==> run_1/clock_map.png <==
The bar under the picture is 20 um long.
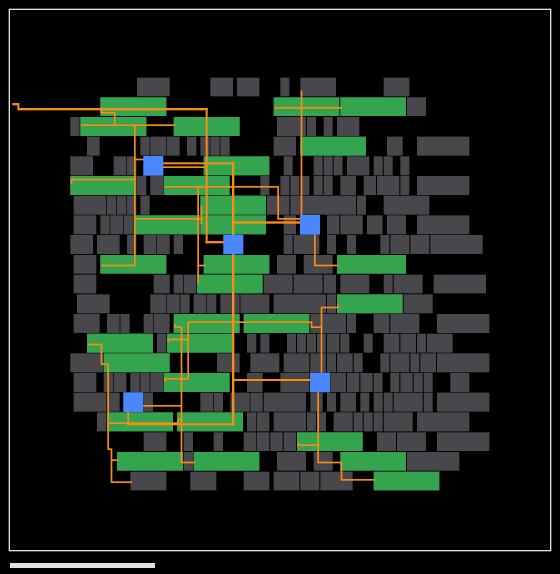
==> run_1/final_congestion.png <==
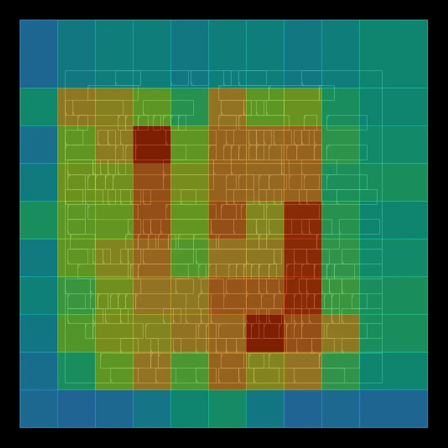
==> run_1/cell_classes.png <==
The bar under the picture is 20 um long.
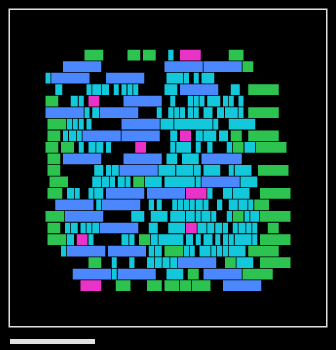
==> config.mk <==
export PLATFORM = sky130hd
export DESIGN_NAME = bandai_unlock_host
export DESIGN_NICKNAME = d
export VERILOG_FILES = /design/src/rtl/bandai_unlock_host.sv
export SDC_FILE = /design/constraint.sdc
export NUM_CORES = 1
export LEC_CHECK = 0
export ABC_AREA = 1
export CORE_MARGIN = 8
export CORE_UTILIZATION = 50
export DETAILED_ROUTE_END_ITERATION = 8
export PLACE_DENSITY = 0.78
export SETUP_SLACK_MARGIN = 0.15
export SLEW_MARGIN = 5
export SYNTH_ARGS = -nofsm -noshare
export SYNTH_HDL_FRONTEND = slang
export SYNTH_SLANG_ARGS = --single-unit
==> constraint.sdc <==
create_clock -name CLK -period 2 [get_ports CLK]
set_input_delay 0.3 -clock CLK [delete_from_list [all_inputs] [get_ports CLK]]
set_output_delay 0.3 -clock CLK [all_outputs]
set_load 0.05 [all_outputs]
==> Implementation_results.wiki <==
=== Physical design figures ===
{| class="wikitable"
! Metric !! Value
|-
| Library cell with the highest instance count after synthesis || sky130_fd_sc_hd__nand2_1
|-
| Logic depth of the worst setup path including buffers || 1
|-
| Synthesized netlist cell count || 201
|-
| Share of the clock period used by the worst path after layout || 0.894
|-
| Hold Vio Cnt, Final || 0
|-
| Number of buffers on the longest clock path || 2
|-
| Most area-hungry cell type in the Yosys netlist || sky130_fd_sc_hd__dfrtp_1
|-
| Area of the synthesized netlist per yosys stat || 0.00171 sq mm
|-
| PnR Total Power || 3.70 mW
|-
| Tool warnings || 27
|-
| Crit path max-delay cell type || sky130_fd_sc_hd__clkdlybuf4s50_1
|-
| Outcome || finished, final reports clean
|-
| Count of input and output buffers || 35
|-
| Total wirelength of the detailed-routed design || 3.73 mm
|-
| Horizontal die dimension || 74.6 um
|-
| Placer Congestion || 0.816
|-
| Vias per inst || 4.88
|-
| Worst endpoint required time || 1700 ps
|-
| Synth Net Count || 206
|-
| Sum of negative setup slack || 0 ps
|-
| Synth Area per Inst || 8.53 sq um
|-
| Path type of the worst min-delay path || in2async
|-
| Netlist area before placement || 0.00171 sq mm
|-
| Vertical die size || 74.6 um
|-
| Number of enable-type register cells in the synthesized netlist || 0
|-
| Post-synth cell types || 29
|-
| Peak Freq || 559 MHz
|-
| Unrepaired setup endpoints after global routing || true
|-
| Synth warn || 0
|-
| Main area contributors after synthesis || sky130_fd_sc_hd__dfrtp_1, sky130_fd_sc_hd__nand2_1, sky130_fd_sc_hd__o21ai_0
|-
| Clock slew at reported path FFs || 90 ps
|-
| Register bit count reported by yosys || 30
|-
| Total cells reported by yosys after synthesis || 201
|-
| DR vias || 1409
|-
| Number of clock sinks || 30
|-
| Type of origin of the critical path || flop
|-
| Pwr/cell area || 1580 mW/mm^2
|-
| Max VDD drop || 0.000964 V
|-
| Worst Setup End Kind || output pin
|-
| Sum of buffers and inverters on the critical path || 1
|-
| Max H-tree Level || 2
|-
| Critical Path Max Stage Delay || 810 ps
|-
| Proportion of netlist area held by the largest area contributor || 0.438
|-
| Max cap viols || 0
|-
| Data arrival at the endpoint of the critical path || 1490 ps
|-
| Slew at the pin closest to its max-slew limit || 515 ps
|-
| Leading post-synthesis cells by instance count || sky130_fd_sc_hd__nand2_1, sky130_fd_sc_hd__dfrtp_1, sky130_fd_sc_hd__inv_1
|-
| Top Family by Delay on Critical Path || buffers and inverters
|-
| Remaining routing DRC violations || 0
|-
| TritonCTS buffer count || 5
|-
| Setup Crit Path Kind || reg2out
|-
| Leakage Power || 1.31 nW
|-
| Worst R2R Path Depth || 15
|-
| Ports placed on the boundary || 36
|-
| Clock root buffer || sky130_fd_sc_hd__clkbuf_4
|-
| Area Growth Syn to Fin || 36.3%
|-
| Number of antenna violations at the first check in global routing || 0
|-
| # diodes || 0
|-
| Total number of nets in the final design || 247
|-
| Reg2reg setup slack || 230 ps
|-
| Iter 0 DRT Violations || 84
|-
| Pre-Repair DR Iteration Count || 7
|-
| Global router's overall resource usage || 0.150
|}
## Picture notes: clock_map.png
blue -> cells driving clock nets  # count 5
orange -> clock wires  # length 418 um
green -> flip-flops  # count 30
routed clock nets = 6
worst-skew pair later-pin latency: 330 ps
clock network fraction of total power: 0.121
clock tree skew after final layout: 3.61 ps
power of the clock network: 0.449 mW

## Picture notes: final_congestion.png
met3 Track Usage GR: 0.0526
wire per inst: 12.9 um
Final Util: 0.706
global-route met2 utilization: 0.248

## Picture notes: cell_classes.png
blue -> flip-flops  # cells 30, share of their area 33%
magenta -> clock drivers and dummy loads  # cells 8, share of their area 3.5%
cyan -> all other logic  # cells 161, share of their area 40%
green -> other buffers and delay cells  # cells 44, share of their area 23%
cell area after layout: 0.00234 sq mm
CORE AREA: 0.00331 sq mm
std cell rows: 21

[run 1: through the flow]
stage                     cells  worst slack, ps  hold WS (ps)  instance area, sq um  utilization
after floorplan             201              189          4.41                  1720            -
after global placement      275              145           447                  2170        0.655
after detailed placement    275             98.9           458                  2170        0.655
after CTS                   286              153           347                  2260        0.683
after global routing        289              127           379                  2340        0.706
final                       289              211           347                  2340        0.706
[run 1: cells by family (layout without fill, tap and decap cells)]
group                    Yosys count  after routing  share of synthesized area
XOR/XNOR                           5              5                     0.0256
AND-OR/OR-AND                     22             22                     0.0679
buffers and inverters             42             84                      0.118
flip-flops                        30             30                      0.438
AND/OR/NAND/NOR                  101            101                      0.343
adder cells (fa/ha/maj)            1              1                    0.00730
[run 1: where the power goes]
| group | internal, mW | switching [mW] | total [mW] | leakage [nW] |
|---|---|---|---|---|
| Combinational | 0.872 | 1.49 | 2.36 | 0.868 |
| Sequential | 0.760 | 0.129 | 0.889 | 0.396 |
| Clock | 0.240 | 0.208 | 0.449 | 0.0446 |
[run 1: layer usage]
| metal | wire (um) | up-vias | global-route usage |
|---|---|---|---|
| li1 | - | 704 | - |
| met5 | 0 | - | 0 |
| met3 | 261 | 9 | 0.0526 |
| met4 | 62 | 0 | 0.0500 |
| met2 | 1710 | 57 | 0.248 |
| met1 | 1690 | 639 | 0.177 |
[run 1: layout make-up]
class | instances | area, sq um | share of cell area
clock buffers | 8 | 78.8 | 0.0337
inverters | 32 | 131 | 0.0562
multi-input cells | 129 | 786 | 0.336
flip-flops and latches | 30 | 752 | 0.322
well taps | 46 | 57.6 | 0.0246
repair buffers | 44 | 531 | 0.227
[run 1: timing repair]
item                                    in CTS  in global routing
resized                                     13                 11
hold endpoints to repair                     0                  0
pin swaps                                    0                  1
buffers inserted                             3                  3
hold buffers                                 0                  0
endpoints found under the setup margin      20                 21
[run 1: layout by cell type, fill, tap and decap left out, drive strengths merged]
master         synthesis  final
nand2                 64     64
dfrtp                 30     30
inv                   31     30
buf                    8     21
o21ai                 20     20
nor2                  17     17
dlygate4sd2            0     10
nand3                 10     10
clkbuf                 2      8
dlymetal6s2s           0      7
clkdlybuf4s50          0      6
nor3                   4      4
xor2                   3      3
nor4                   3      3
nand4                  2      2
xnor2                  2      2
clkinvlp               0      1
clkinv                 1      1
o211ai                 1      1
a21oi                  1      1
nand3b                 1      1
ha                     1      1
No activity file was given, so power comes from the tool's default toggle rates.
